<file path="config.mk">
export PLATFORM = sky130hd
export DESIGN_NAME = gear_shift_ctrl
export DESIGN_NICKNAME = d
export VERILOG_FILES = /design/src/rtl/car_pkg.sv /design/src/rtl/auto_shift_policy.sv /design/src/rtl/gear_shift_ctrl.sv
export SDC_FILE = /design/constraint.sdc
export NUM_CORES = 1
export LEC_CHECK = 0
export ABC_CLOCK_PERIOD_IN_PS = 4800
export CORE_MARGIN = 10
export CORE_UTILIZATION = 52
export CTS_CLUSTER_SIZE = 10
export DETAILED_ROUTE_END_ITERATION = 16
export PLACE_DENSITY = 0.84
export SETUP_SLACK_MARGIN = 0.2
export SLEW_MARGIN = 15
export SYNTH_ARGS = -nofsm -noshare
export SYNTH_HDL_FRONTEND = slang
export SYNTH_SLANG_ARGS = --single-unit
</file>
<file path="constraint.sdc">
create_clock -name clk -period 4.8 [get_ports clk]
set_input_delay 0.96 -clock clk [delete_from_list [all_inputs] [get_ports clk]]
set_output_delay 0.96 -clock clk [all_outputs]
set_load 0.02 [all_outputs]
</file>
<file path="src/rtl/car_pkg.sv">
// Shared definitions for the gear-shift controller: gear range,
// shift sequencer states and the per-gear downshift speed limits.
package car_pkg;

  localparam int GEAR_N           = 0;
  localparam int MAX_GEAR_DEFAULT = 6;
  localparam int GEAR_W           = 3;

  typedef enum logic [1:0] {
    ST_IDLE   = 2'd0,
    ST_CLUTCH = 2'd1,
    ST_SETTLE = 2'd2
  } shift_state_e;

  // Highest road speed (km/h) at which gear g may be newly engaged from
  // above or from neutral; gears outside the table carry no limit.
  function automatic logic [8:0] down_max_speed(input logic [GEAR_W-1:0] g);
    logic [8:0] lim;
    case (g)
      3'd1:    lim = 9'd60;
      3'd2:    lim = 9'd100;
      3'd3:    lim = 9'd150;
      3'd4:    lim = 9'd210;
      3'd5:    lim = 9'd260;
      default: lim = 9'd511;
    endcase
    return lim;
  endfunction

  // One gear up or down, one bit wider so that 0-1 and MAX+1 stay visible.
  function automatic logic [GEAR_W:0] shift_target(input logic up,
                                                   input logic [GEAR_W-1:0] g);
    logic [GEAR_W:0] t;
    if (up) begin
      t = {1'b0, g} + {{GEAR_W{1'b0}}, 1'b1};
    end else begin
      t = {1'b0, g} - {{GEAR_W{1'b0}}, 1'b1};
    end
    return t;
  endfunction

endpackage

</file>
<file path="src/rtl/auto_shift_policy.sv">
// Automatic shift policy: rpm hold counters plus the overload escape,
// producing one-clk auto_up / auto_dn request pulses for the sequencer.
module auto_shift_policy
  import car_pkg::*;
#(
  parameter int MAX_GEAR   = MAX_GEAR_DEFAULT,
  parameter int UP_RPM     = 6000,
  parameter int DOWN_RPM   = 2000,
  parameter int HOLD_TICKS = 4
) (
  input  logic              clk,
  input  logic              rst,
  input  logic              tick_10hz,
  input  logic              auto_mode,
  input  logic              idle,
  input  logic              manual_clr,
  input  logic [GEAR_W-1:0] gear,
  input  logic [13:0]       rpm,
  input  logic              overload,
  output logic              auto_up,
  output logic              auto_dn
);

  localparam int HW = 3;

  logic [HW-1:0] up_cnt_r, up_cnt_n_s, up_inc_s;
  logic [HW-1:0] dn_cnt_r, dn_cnt_n_s, dn_inc_s;
  logic          auto_up_r, auto_up_n_s;
  logic          auto_dn_r, auto_dn_n_s;
  logic          active_s;

  // Next hold-counter values and request pulses, evaluated on ticks only.
  always_comb begin
    up_cnt_n_s  = up_cnt_r;
    dn_cnt_n_s  = dn_cnt_r;
    auto_up_n_s = 1'b0;
    auto_dn_n_s = 1'b0;
    up_inc_s    = (up_cnt_r == {HW{1'b1}}) ? up_cnt_r : up_cnt_r + HW'(1);
    dn_inc_s    = (dn_cnt_r == {HW{1'b1}}) ? dn_cnt_r : dn_cnt_r + HW'(1);
    // Auto never touches neutral, and a manual pulse restarts the hold.
    active_s    = auto_mode & idle & (gear != GEAR_W'(GEAR_N)) & ~manual_clr;
    if (!active_s) begin
      up_cnt_n_s = '0;
      dn_cnt_n_s = '0;
    end else if (tick_10hz) begin
      if (overload && (gear < GEAR_W'(MAX_GEAR))) begin
        auto_up_n_s = 1'b1;
        up_cnt_n_s  = '0;
        dn_cnt_n_s  = '0;
      end else begin
        if ((rpm >= 14'(UP_RPM)) && (gear < GEAR_W'(MAX_GEAR))) begin
          up_cnt_n_s = up_inc_s;
        end else begin
          up_cnt_n_s = '0;
        end
        if ((rpm <= 14'(DOWN_RPM)) && (gear > GEAR_W'(1))) begin
          dn_cnt_n_s = dn_inc_s;
        end else begin
          dn_cnt_n_s = '0;
        end
        if (up_cnt_n_s == HW'(HOLD_TICKS)) begin
          auto_up_n_s = 1'b1;
          up_cnt_n_s  = '0;
        end else begin
          auto_up_n_s = 1'b0;
        end
        if (dn_cnt_n_s == HW'(HOLD_TICKS)) begin
          auto_dn_n_s = 1'b1;
          dn_cnt_n_s  = '0;
        end else begin
          auto_dn_n_s = 1'b0;
        end
      end
    end else begin
      up_cnt_n_s = up_cnt_r;
      dn_cnt_n_s = dn_cnt_r;
    end
  end

  // Hold counters and registered request pulses.
  always_ff @(posedge clk) begin
    if (rst) begin
      up_cnt_r  <= '0;
      dn_cnt_r  <= '0;
      auto_up_r <= 1'b0;
      auto_dn_r <= 1'b0;
    end else begin
      up_cnt_r  <= up_cnt_n_s;
      dn_cnt_r  <= dn_cnt_n_s;
      auto_up_r <= auto_up_n_s;
      auto_dn_r <= auto_dn_n_s;
    end
  end

  assign auto_up = auto_up_r;
  assign auto_dn = auto_dn_r;

endmodule

</file>
<file path="src/rtl/gear_shift_ctrl.sv">
// Gear-shift sequencer: resolves manual/auto requests, checks legality,
// runs clutch-open / settle timing and gates the throttle.
module gear_shift_ctrl
  import car_pkg::*;
#(
  parameter int MAX_GEAR     = MAX_GEAR_DEFAULT,
  parameter int SHIFT_TICKS  = 3,
  parameter int SETTLE_TICKS = 5,
  parameter int UP_RPM       = 6000,
  parameter int DOWN_RPM     = 2000,
  parameter int HOLD_TICKS   = 4
) (
  input  logic        clk,
  input  logic        rst,
  input  logic        tick_10hz,
  input  logic        shift_up,
  input  logic        shift_down,
  input  logic        auto_mode,
  input  logic        throttle_req,
  input  logic [8:0]  speed_kmh,
  input  logic [13:0] rpm,
  input  logic        overload,
  output logic [2:0]  gear,
  output logic        throttle_out,
  output logic        clutch_open,
  output logic        shift_busy,
  output logic        shift_reject
);

  localparam int CW = 3;

  shift_state_e      state_r, state_n_s;
  logic [CW-1:0]     cnt_r, cnt_n_s;
  logic [GEAR_W-1:0] tgt_r, tgt_n_s, gear_r, gear_n_s;
  logic              clutch_r, clutch_n_s, busy_r, busy_n_s;
  logic              reject_r, reject_n_s, throttle_r;
  logic              manual_s, auto_up_s, auto_dn_s;
  logic              req_s, req_up_s, req_ok_s;
  logic [GEAR_W:0]   req_tgt_s;

  // A shift is refused when it leaves the gear range or engages a gear
  // (from above, or out of neutral) faster than that gear tolerates.
  function automatic logic shift_legal(input logic up, input logic [GEAR_W-1:0] g,
                                       input logic [GEAR_W:0] t, input logic [8:0] spd);
    logic ok;
    if (!up && (g == GEAR_W'(GEAR_N))) begin
      ok = 1'b0;
    end else if (up && (t > (GEAR_W+1)'(MAX_GEAR))) begin
      ok = 1'b0;
    end else if ((t >= (GEAR_W+1)'(1)) && (!up || (g == GEAR_W'(GEAR_N))) &&
                 (spd > down_max_speed(t[GEAR_W-1:0]))) begin
      ok = 1'b0;
    end else begin
      ok = 1'b1;
    end
    return ok;
  endfunction

  assign manual_s = shift_up | shift_down;

  auto_shift_policy #(
    .MAX_GEAR   (MAX_GEAR),
    .UP_RPM     (UP_RPM),
    .DOWN_RPM   (DOWN_RPM),
    .HOLD_TICKS (HOLD_TICKS)
  ) u_policy (
    .clk        (clk),
    .rst        (rst),
    .tick_10hz  (tick_10hz),
    .auto_mode  (auto_mode),
    .idle       (state_r == ST_IDLE),
    .manual_clr (manual_s),
    .gear       (gear_r),
    .rpm        (rpm),
    .overload   (overload),
    .auto_up    (auto_up_s),
    .auto_dn    (auto_dn_s)
  );

  // Pick the request for this clk (manual beats auto) and judge it.
  always_comb begin
    req_s    = 1'b0;
    req_up_s = 1'b0;
    if (manual_s) begin
      req_s    = 1'b1;
      req_up_s = shift_up;
    end else if (auto_up_s || auto_dn_s) begin
      req_s    = 1'b1;
      req_up_s = auto_up_s;
    end else begin
      req_s    = 1'b0;
      req_up_s = 1'b0;
    end
    req_tgt_s = shift_target(req_up_s, gear_r);
    req_ok_s  = shift_legal(req_up_s, gear_r, req_tgt_s, speed_kmh);
  end

  // Sequencer next state: accept/reject in IDLE, tick timing afterwards.
  always_comb begin
    state_n_s  = state_r;
    cnt_n_s    = cnt_r;
    tgt_n_s    = tgt_r;
    gear_n_s   = gear_r;
    clutch_n_s = clutch_r;
    busy_n_s   = busy_r;
    reject_n_s = 1'b0;
    case (state_r)
      ST_IDLE: begin
        if (shift_up && shift_down) begin
          reject_n_s = 1'b1;
        end else if (req_s) begin
          if (req_ok_s) begin
            state_n_s  = ST_CLUTCH;
            clutch_n_s = 1'b1;
            busy_n_s   = 1'b1;
            tgt_n_s    = req_tgt_s[GEAR_W-1:0];
            cnt_n_s    = '0;
          end else begin
            reject_n_s = 1'b1;
          end
        end else begin
          reject_n_s = 1'b0;
        end
      end
      ST_CLUTCH: begin
        reject_n_s = manual_s;
        if (tick_10hz) begin
          if (cnt_r == CW'(SHIFT_TICKS - 1)) begin
            gear_n_s   = tgt_r;
            clutch_n_s = 1'b0;
            state_n_s  = ST_SETTLE;
            cnt_n_s    = '0;
          end else begin
            cnt_n_s = cnt_r + CW'(1);
          end
        end else begin
          cnt_n_s = cnt_r;
        end
      end
      ST_SETTLE: begin
        reject_n_s = manual_s;
        if (tick_10hz) begin
          if (cnt_r == CW'(SETTLE_TICKS - 1)) begin
            busy_n_s  = 1'b0;
            state_n_s = ST_IDLE;
            cnt_n_s   = '0;
          end else begin
            cnt_n_s = cnt_r + CW'(1);
          end
        end else begin
          cnt_n_s = cnt_r;
        end
      end
      default: begin
        state_n_s  = ST_IDLE;
        clutch_n_s = 1'b0;
        busy_n_s   = 1'b0;
        cnt_n_s    = '0;
      end
    endcase
  end

  // State and output registers; throttle uses the next clutch value so it
  // is low on exactly the clks where clutch_open is high.
  always_ff @(posedge clk) begin
    if (rst) begin
      state_r    <= ST_IDLE;
      cnt_r      <= '0;
      tgt_r      <= GEAR_W'(GEAR_N);
      gear_r     <= GEAR_W'(GEAR_N);
      clutch_r   <= 1'b0;
      busy_r     <= 1'b0;
      reject_r   <= 1'b0;
      throttle_r <= 1'b0;
    end else begin
      state_r    <= state_n_s;
      cnt_r      <= cnt_n_s;
      tgt_r      <= tgt_n_s;
      gear_r     <= gear_n_s;
      clutch_r   <= clutch_n_s;
      busy_r     <= busy_n_s;
      reject_r   <= reject_n_s;
      throttle_r <= throttle_req & ~clutch_n_s & ~overload;
    end
  end

  assign gear         = gear_r;
  assign clutch_open  = clutch_r;
  assign shift_busy   = busy_r;
  assign shift_reject = reject_r;
  assign throttle_out = throttle_r;

endmodule

</file>
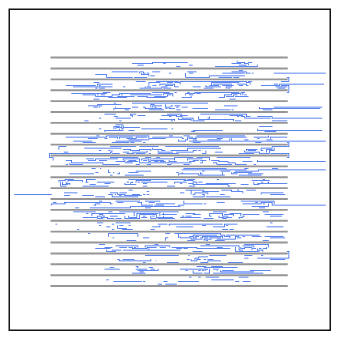
Fig. 1. Metal 1.
Scale: 4 px per um. Supply wires on this layer in grey.
share of all routed wire: 46%
nets with wire on the layer: 283

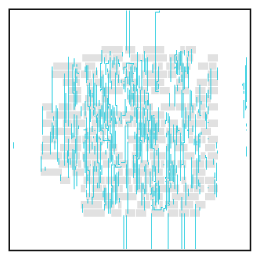
Fig. 2. Met2 routing.
Scale: 3 px per um.
nets with wire on the layer: 248
share of all routed wire: 47%
longest straight run: 30.6 um

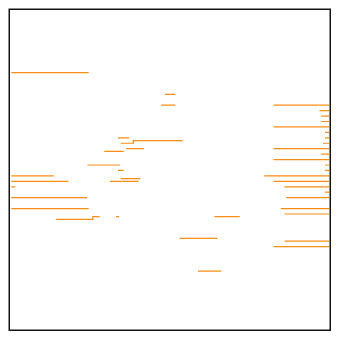
Fig. 3. Signal wires on met3.
Scale: 4 px per um.
main direction: horizontal
share of all routed wire: 7.4%
longest straight run: 19.1 um
met3 global-route usage: 3.60%
vias after detailed routing: 1738

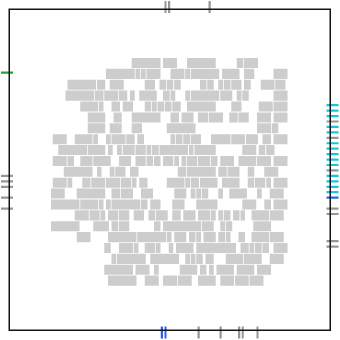
Fig. 4. Ports around the boundary.
Scale: 4 px per um. Pins as bars across the die edge, other pins in grey.
[`clk`] green | pins: 1 | direction: input | edge: left
[`rpm`] cyan | pins: 14 | direction: input | edge: right
[`gear`] blue | pins: 3 | direction: output | edge: 2 bottom, 1 right

[area by class of cell]
| type | count | area [um2] | area share (%) |
|---|---|---|---|
| inverter | 12 | 45.0 | 1.96 |
| timing repair buffer | 38 | 378 | 16.5 |
| clock buffer | 4 | 26.3 | 1.14 |
| tap | 46 | 57.6 | 2.51 |
| sequential | 23 | 460 | 20.1 |
| multi-input combinational | 179 | 1330 | 57.9 |
[stage by stage]
stage	power, W	cells	hold slack, ns
floorplan	0.000346	220	0.448
global placement	0.000410	298	0.468
detailed placement	0.000412	298	0.462
CTS	0.000500	302	0.481
global route	0.000530	302	0.523
finish	0.000497	302	0.482
[flip-flops by register name, summed over array words and instances, names as in the netlist, 2 cells and up]
| signal | cells |
|---|---|
| cnt_r | 3 |
| gear | 3 |
| state_r | 2 |
| tgt_r | 3 |
| u_policy.dn_cnt_r | 3 |
| u_policy.up_cnt_r | 3 |
[layer usage]
layer | vias to the layer above | wire [um]
li1 | 891 | -
met2 | 57 | 2100
met4 | 0 | 19
met5 | - | 0
met1 | 787 | 2050
met3 | 3 | 330
[cell usage after synthesis, drive strengths merged (2+ instances only)]
cell     number  area, um2
nand2b        6       37.5
o22ai         3       18.8
o31ai         2       15.0
o21ai        13       65.1
nand3         4       20.0
nor2b         3       26.3
buf           2       16.3
o211ai        2       15.0
o2111ai       2       17.5
xor2          2       17.5
o21bai        2       15.0
ha           23        288
dfxtp        23        460
nand2        15       56.3
nor2         21       95.1
a211oi        4       35.0
nor3          7       35.0
inv          12       45.0
or4           6       45.0
nand4b        3       26.3
a22oi         2       15.0
xnor2         5       43.8
or3           2       12.5
mux2i         7       70.1
clkbuf        4       15.0
a21oi        18       90.1
o31a          3       26.3
nor4          3       18.8
mux2          3       41.3
nand4         2       12.5
==> run summary <==
Outcome: complete, no violations
Mapped Cells: 220
Placer Congestion: 0.825
Grt met2 use: 24.0%
Clk sinks: 23
Crit-path cells: clkdlybuf4s50_1, nor2_8, xor2_1, o21ai_0, ha_1, nand4_1, nor3_1, a2111oi_4, a311oi_4, o31a_1, mux2_1
Dominant combinational family: AND-OR/OR-AND gates
Latency at later pin: 0.31 ns
GRT met1 Usage: 16.8%
Post-synth EDFFs: 0
Post-DP HPWL: 3.58 mm
Clock slew at reported path FFs: 0.11 ns
RR Endpoint: cnt_r[0]
Final Core Density: 67.7%
Synthesized cell area: 1870 um2
Most instantiated logic cells after routing: 37 x clkdlybuf4s50_1, 23 x ha_1, 23 x dfxtp_1
Cts hold-fix bufs: 0
Yosys chip area: 1870 um2
Vias in the first global route: 1688
Fill count: 263
Largest net degree at the start of global routing: 22
TritonCTS clock tree: yes
Final antenna-violating net count: 0
FFs w/ async S/R, synth: 0%
Most common reg cell: dfxtp_1
Xor/xnor share: 3.29%
Setup Buffers After CTS: 0
LEAKAGE: 0.859 nW
CP Data Arrival Time: 4.44 ns
Max_cap viols: 0
Power share of the combinational group: 40.4%
Nets@finish: 311
Share of layout cells above drive strength 1: 4.69%
Final worst slack: 0.554 ns
P_clk: 0.0000862 W
Layer with the highest usage: met2
Rows: 21
Pre-CTS setup slack: 0.234 ns
Critical path's largest stage delay: 0.59 ns
Yosys simple share: 23.3%
Max clock buf depth: 2
Crit path launch type: input pin
DRC viols: 0
Sequential power share: 42.2%
Ant diodes: 0
Commonest Layout Cell: clkdlybuf4s50_1
CTS Buf Count: 3
WL per Instance: 14.9 um
Total sequential power: 0.000210 W
Cell internal pwr: 0.000329 W
Total grt overflow: 0
Adder-cell share of the synthesized area: 15.4%
Avg Inst Size Synth: 8.48 um2
Slew HR: 44.9%
Slew @ Worst Pin: 0.823 ns
CP Depth: 11
Max Fclk: 236 MHz
Setup crit start: shift_up
HP Class: flop to flop
Cells on worst reg2reg path: 11
R2r setup slk: 1.14 ns
Sw frac: 33.8%
Yosys Instances: 220
Initial antenna violation count: 0
Final instance area: 2300 um2
Global-route wire length before repair: 7.50 mm
Clock share of power: 17.4%
Max power group: registers
Worst vdd ir: 177 uV
Delay-heaviest family, CP: AND-OR/OR-AND gates
Post-CTS sizing: 0
RR Startpoint: gear[1]
Critical path class: input pin to flop
TritonRoute pass-1 iters: 4
GRT Total Usage: 14.0%
Final setup viols: 0
Final Hold Viols: 0
Final slew viol count: 0
Die footprint: 6380 um2
CORE AREA: 3390 um2
Synth warn: 0
WHS Path Cells: 2
Worst setup path endpoint: cnt_r[0]
Crit path time final: 4.25 ns
Vias per cell: 5.75
RSZ-0062 raised after global routing: false
Die H: 79.9 um
Placed Instance Area: 2270 um2
Die W: 79.9 um
Comb. pwr: 0.000201 W
Power Density: 216 nW/um2
Min-delay src: tgt_r[0]
Synth mux share: 5.97%
FP Core Util: 55.0%
Worst Skew: 0.00833 ns
Area grow syn2layout: 23.1%
Clock root buffer: clkbuf_4
Tcrit/Tclk final: 88.5%
OpenROAD warnings: 34
Sum of negative setup slack: 0 ns
# H-tree levels: 1
Number of distinct library cells after synthesis: 53
Hold-critical path endpoint: tgt_r[0]
Data required, critical path: 5.00 ns
Ports: 38
NetSw: 0.000168 W
Seq share, synth: 24.7%
Kind of end point of the critical path: flop
Crit path max-delay cell type: clkdlybuf4s50_1
Drt initial violations: 111
Post-synthesis compound-gate area fraction: 23.3%
Bufs and invs on worst path: 1
Number of port buffers: 37
Crit Path Max Fanout: 12
Post-Route WL: 4.49 mm
Syn_nets: 274
Seq cells post-synth: 23
Power figures rest on the tool's default switching activity, not on a simulated workload.
